File: config.mk
export PLATFORM = sky130hd
export DESIGN_NAME = qracc_adc_accumulator
export DESIGN_NICKNAME = d
export VERILOG_FILES = /design/src/rtl/qracc_adc_accumulator.sv
export SDC_FILE = /design/constraint.sdc
export NUM_CORES = 2
export LEC_CHECK = 0
export ABC_AREA = 1
export CAP_MARGIN = 20
export CORE_AREA = 2 2 388 390
export DETAILED_ROUTE_END_ITERATION = 16
export DIE_AREA = 0 0 390 392
export MAX_ROUTING_LAYER = met4
export PLACE_DENSITY = 0.76
export SYNTH_ARGS = -nofsm -noshare
export SYNTH_HDL_FRONTEND = slang
export SYNTH_SLANG_ARGS = --single-unit
File: constraint.sdc
create_clock -name clk -period 6.9 [get_ports clk]
set_input_delay 0.69 -clock clk [delete_from_list [all_inputs] [get_ports clk]]
set_output_delay 0.69 -clock clk [all_outputs]
set_load 0.005 [all_outputs]
File: src/rtl/qracc_adc_accumulator.sv
// rtl/qracc_adc_accumulator.sv - bit-serial shift-accumulator for QRAcc column ADC planes
module qracc_adc_accumulator #(
    parameter int numCols         = 32,
    parameter int numAdcBits      = 4,
    parameter int compCount       = (2**numAdcBits)-1,
    parameter int accumulatorBits = 16
) (
    input  logic                                 clk,
    input  logic                                 rst,
    input  logic                                 start_i,
    input  logic [3:0]                           n_input_bits_cfg,
    input  logic                                 binary_cfg,
    input  logic                                 unsigned_acts,
    input  logic                                 adc_valid_i,
    input  logic [compCount*numCols-1:0]         adc_out_i,
    output logic [accumulatorBits*numCols-1:0]   acc_o,
    output logic                                 acc_valid_o,
    input  logic                                 acc_ready_i,
    output logic                                 busy_o,
    output logic                                 sample_drop_o
);

    typedef enum logic [1:0] {ST_IDLE, ST_ACCUM, ST_DONE} state_t;

    localparam logic signed [accumulatorBits-1:0] COMP_S = accumulatorBits'(compCount);

    state_t state, state_nxt;
    logic [2:0] k, last_k;
    logic binary_q, unsigned_q;
    logic clear, accept, drop_nxt;
    logic signed [accumulatorBits-1:0] acc_q [numCols];
    logic signed [accumulatorBits-1:0] term  [numCols];
    logic [numAdcBits-1:0] pop;
    logic signed [accumulatorBits-1:0] pop_ext, v, shifted;

    // Plane count is stored as the index of the last plane (n-1), clamped to 0..7.
    function automatic logic [2:0] clamp_last(input logic [3:0] cfg);
        if (cfg == 4'd0)     return 3'd0;
        else if (cfg > 4'd8) return 3'd7;
        else                 return 3'(cfg - 4'd1);
    endfunction

    always_comb begin
        state_nxt = state;
        clear     = 1'b0;
        accept    = 1'b0;
        drop_nxt  = 1'b0;
        case (state)
            ST_IDLE: begin
                drop_nxt = adc_valid_i;
                if (start_i) begin
                    clear     = 1'b1;
                    state_nxt = ST_ACCUM;
                end
            end
            ST_ACCUM: begin
                if (adc_valid_i) begin
                    accept = 1'b1;
                    if (k == last_k) state_nxt = ST_DONE;
                end
            end
            ST_DONE: begin
                drop_nxt = adc_valid_i;
                if (acc_ready_i) begin
                    if (start_i) begin
                        clear     = 1'b1;
                        state_nxt = ST_ACCUM;
                    end else begin
                        state_nxt = ST_IDLE;
                    end
                end
            end
            default: state_nxt = ST_IDLE;
        endcase
    end

    // Thermometer decode by popcount, so comparator bubbles still count correctly.
    always_comb begin
        pop     = '0;
        pop_ext = '0;
        v       = '0;
        shifted = '0;
        for (int c = 0; c < numCols; c++) begin
            pop = '0;
            for (int b = 0; b < compCount; b++) begin
                pop = pop + numAdcBits'(adc_out_i[c*compCount + b]);
            end
            pop_ext = accumulatorBits'(pop);
            v       = binary_q ? pop_ext : (pop_ext <<< 1) - COMP_S;
            shifted = v <<< k;
            term[c] = (!unsigned_q && (k == last_k)) ? -shifted : shifted;
        end
    end

    always_ff @(posedge clk) begin
        if (rst) begin
            state         <= ST_IDLE;
            k             <= '0;
            last_k        <= '0;
            binary_q      <= 1'b0;
            unsigned_q    <= 1'b0;
            sample_drop_o <= 1'b0;
            for (int c = 0; c < numCols; c++) acc_q[c] <= '0;
        end else begin
            state         <= state_nxt;
            sample_drop_o <= drop_nxt;
            if (clear) begin
                k          <= '0;
                last_k     <= clamp_last(n_input_bits_cfg);
                binary_q   <= binary_cfg;
                unsigned_q <= unsigned_acts;
                for (int c = 0; c < numCols; c++) acc_q[c] <= '0;
            end else if (accept) begin
                k <= k + 3'd1;
                for (int c = 0; c < numCols; c++) acc_q[c] <= acc_q[c] + term[c];
            end
        end
    end

    for (genvar c = 0; c < numCols; c++) begin : g_pack
        assign acc_o[c*accumulatorBits +: accumulatorBits] = acc_q[c];
    end

    assign acc_valid_o = (state == ST_DONE);
    assign busy_o      = (state != ST_IDLE);

endmodule
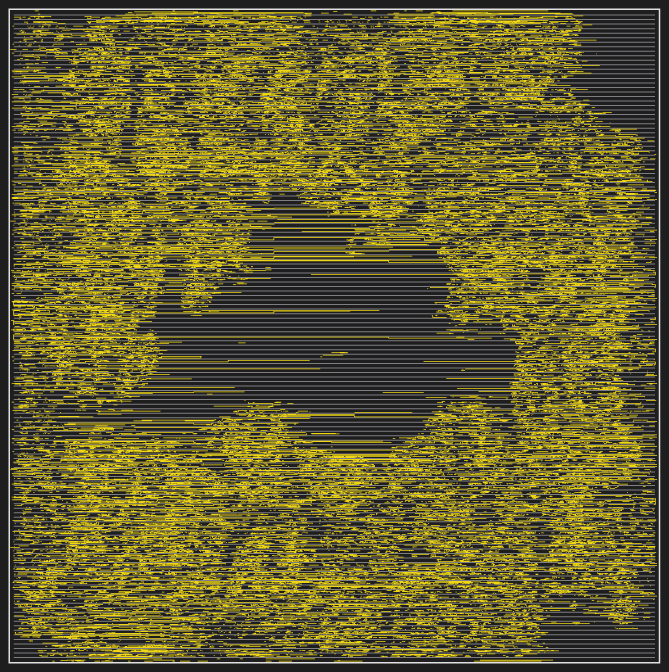
met1.png
Supply wires on this layer in grey.
The wires run mostly horizontal. The longest straight run is 168 microns. 12435 nets have wire on it. The layer carries 96.1 mm of wire. The layer holds 39% of the routed length.

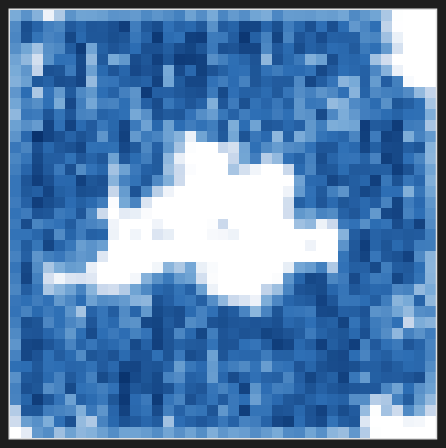
density.png
39 x 39 tiles, from white (low) to dark blue (high), 0 to 100% covered.
The fullest tile reaches 99%. 41% of the tiles are over 75% full. 12% of the tiles are nearly empty. The mean over all tiles is 61%. The emptiest ninth of the die: centre.

==> out/summary.txt <==
share of the synthesized netlist area taken by xor and xnor gates -> 4.59%
share of the yosys chip area belonging to registers -> 23.6%
worst hold slack -> 0.490 ns
Longest Clk Path Bufs -> 3
sequential cell count -> 523
placement-stage worst setup slack -> -1.06 ns
Synth top cell by count -> sky130_fd_sc_hd__nand2_1
failing checks -> setup timing
number of well taps -> 1944
H-Tree Level Count -> 3
Mapped Cells -> 9236
Worst Setup Start Kind -> input port
largest incremental delay on the critical path -> 0.55 ns
number of sinks driven by the clock tree -> 523
combined flip-flop and latch cell area -> 0.0154 sq mm
Min-Delay Path Class -> flop to flop
critical path data arrival time -> 7.52 ns
Reg with most FFs -> acc_q
bufs w/o clock -> 2665
area occupied by multi-input gates -> 0.0458 sq mm
Hold Path Sink -> acc_q[0][14]
Crit Path Max Fanout -> 3
Worst slew margin -> 26.4%
source of the worst hold timing path -> acc_q[0][14]
Power Combinational -> 41600 uW
top cells by count, synth -> sky130_fd_sc_hd__nand2_1, sky130_fd_sc_hd__inv_1, sky130_fd_sc_hd__a21oi_1, sky130_fd_sc_hd__nor2_1, sky130_fd_sc_hd__o21ai_0
proportion of synthesized flip-flops having asynchronous set or reset -> 0%
flip-flops with a built-in enable -> 496
average vias per placed instance -> 5.27
leakage power of the design -> 0.0484 uW
Layout area overhead -> 45.9%
cell taking the most area after synthesis -> sky130_fd_sc_hd__edfxtp_1
yosys simple share -> 20.6%
tally of yosys warning messages -> 0
number of detailed-route iterations in the first pass -> 6
syn_nets -> 10700
fraction of final layout cells sized beyond drive strength 1 -> 22.8%
cell depth of the worst flop-to-flop path -> 24
PnR Total Power -> 50300 uW
worst reg2reg endpoint -> acc_q[6][15]
MaxCap Viol Count -> 0
total I/O pin count -> 1006
R2R setup slack -> 1.17 ns
Max stage delay cell, worst path -> sky130_fd_sc_hd__fa_1
global-route wire length before repair -> 361000 microns
total setup violations reported at the end of the flow -> 1
measured slew at the worst slew-check pin -> 1.10 ns
area of the core -> 0.149 sq mm
part of the total power dissipated in the clock network -> 7.9%
area reported by Yosys stat -> 0.0655 sq mm
result of the run -> finished with violations
period utilization -> 103%
uppermost signal routing layer after detailed routing -> met4
synthesized area per cell -> 7.09 sq um
data-path buffer share of cell area in the final layout -> 24.1%
final net count -> 13100
IR Drop Worst-Case VDD -> 0.264 mV
highest attainable clock frequency -> 141 MHz
Setup WS post-layout -> -0.182 ns
std cell rows -> 142
capturing instance or port of the critical path -> acc_q[6][15]
setup repair after global routing missed its margin -> yes
Largest regs -> acc_q: 512 flops, k: 3 flops, last_k: 3 flops
fin area -> 0.0955 sq mm
net switching power figure -> 24200 uW
RePlAce Congestion -> 0.996
flop and latch count out of synthesis -> 523
detailed-route wire length on metal 1 -> 96100 microns
number of antenna cells inserted -> 8
clk_skew -> 0.0351 ns
power group with the largest share -> combinational logic
logic gate share of total power -> 82.7%
most instantiated logic cell after routing -> sky130_fd_sc_hd__nand2_1
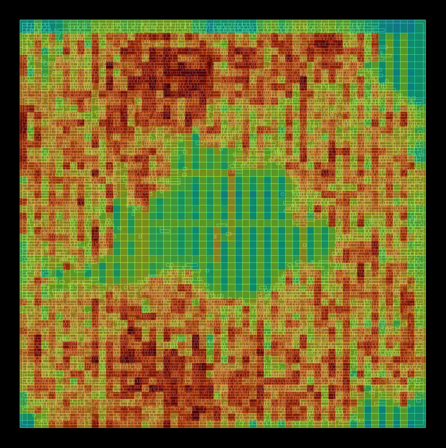
final_congestion.png
global routing met2 resource utilization: 50.2%
busiest layer in global routing: met2
met3 global-route usage: 4.34%
met1 usage in global routing: 36.7%
final core utilization: 64.2%

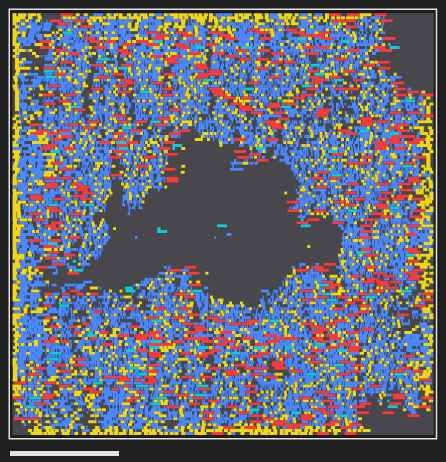
cell_classes.png
The bar under the picture is 100 microns long. Fill, decap, tap and diode cells in grey.
Cyan marks clock drivers and dummy loads, cells 133. Blue marks all other logic, cells 8450. Red marks flops, cells 523. Yellow marks other buffers and delay cells, cells 2665.

Power and IR drop assume default switching activity.
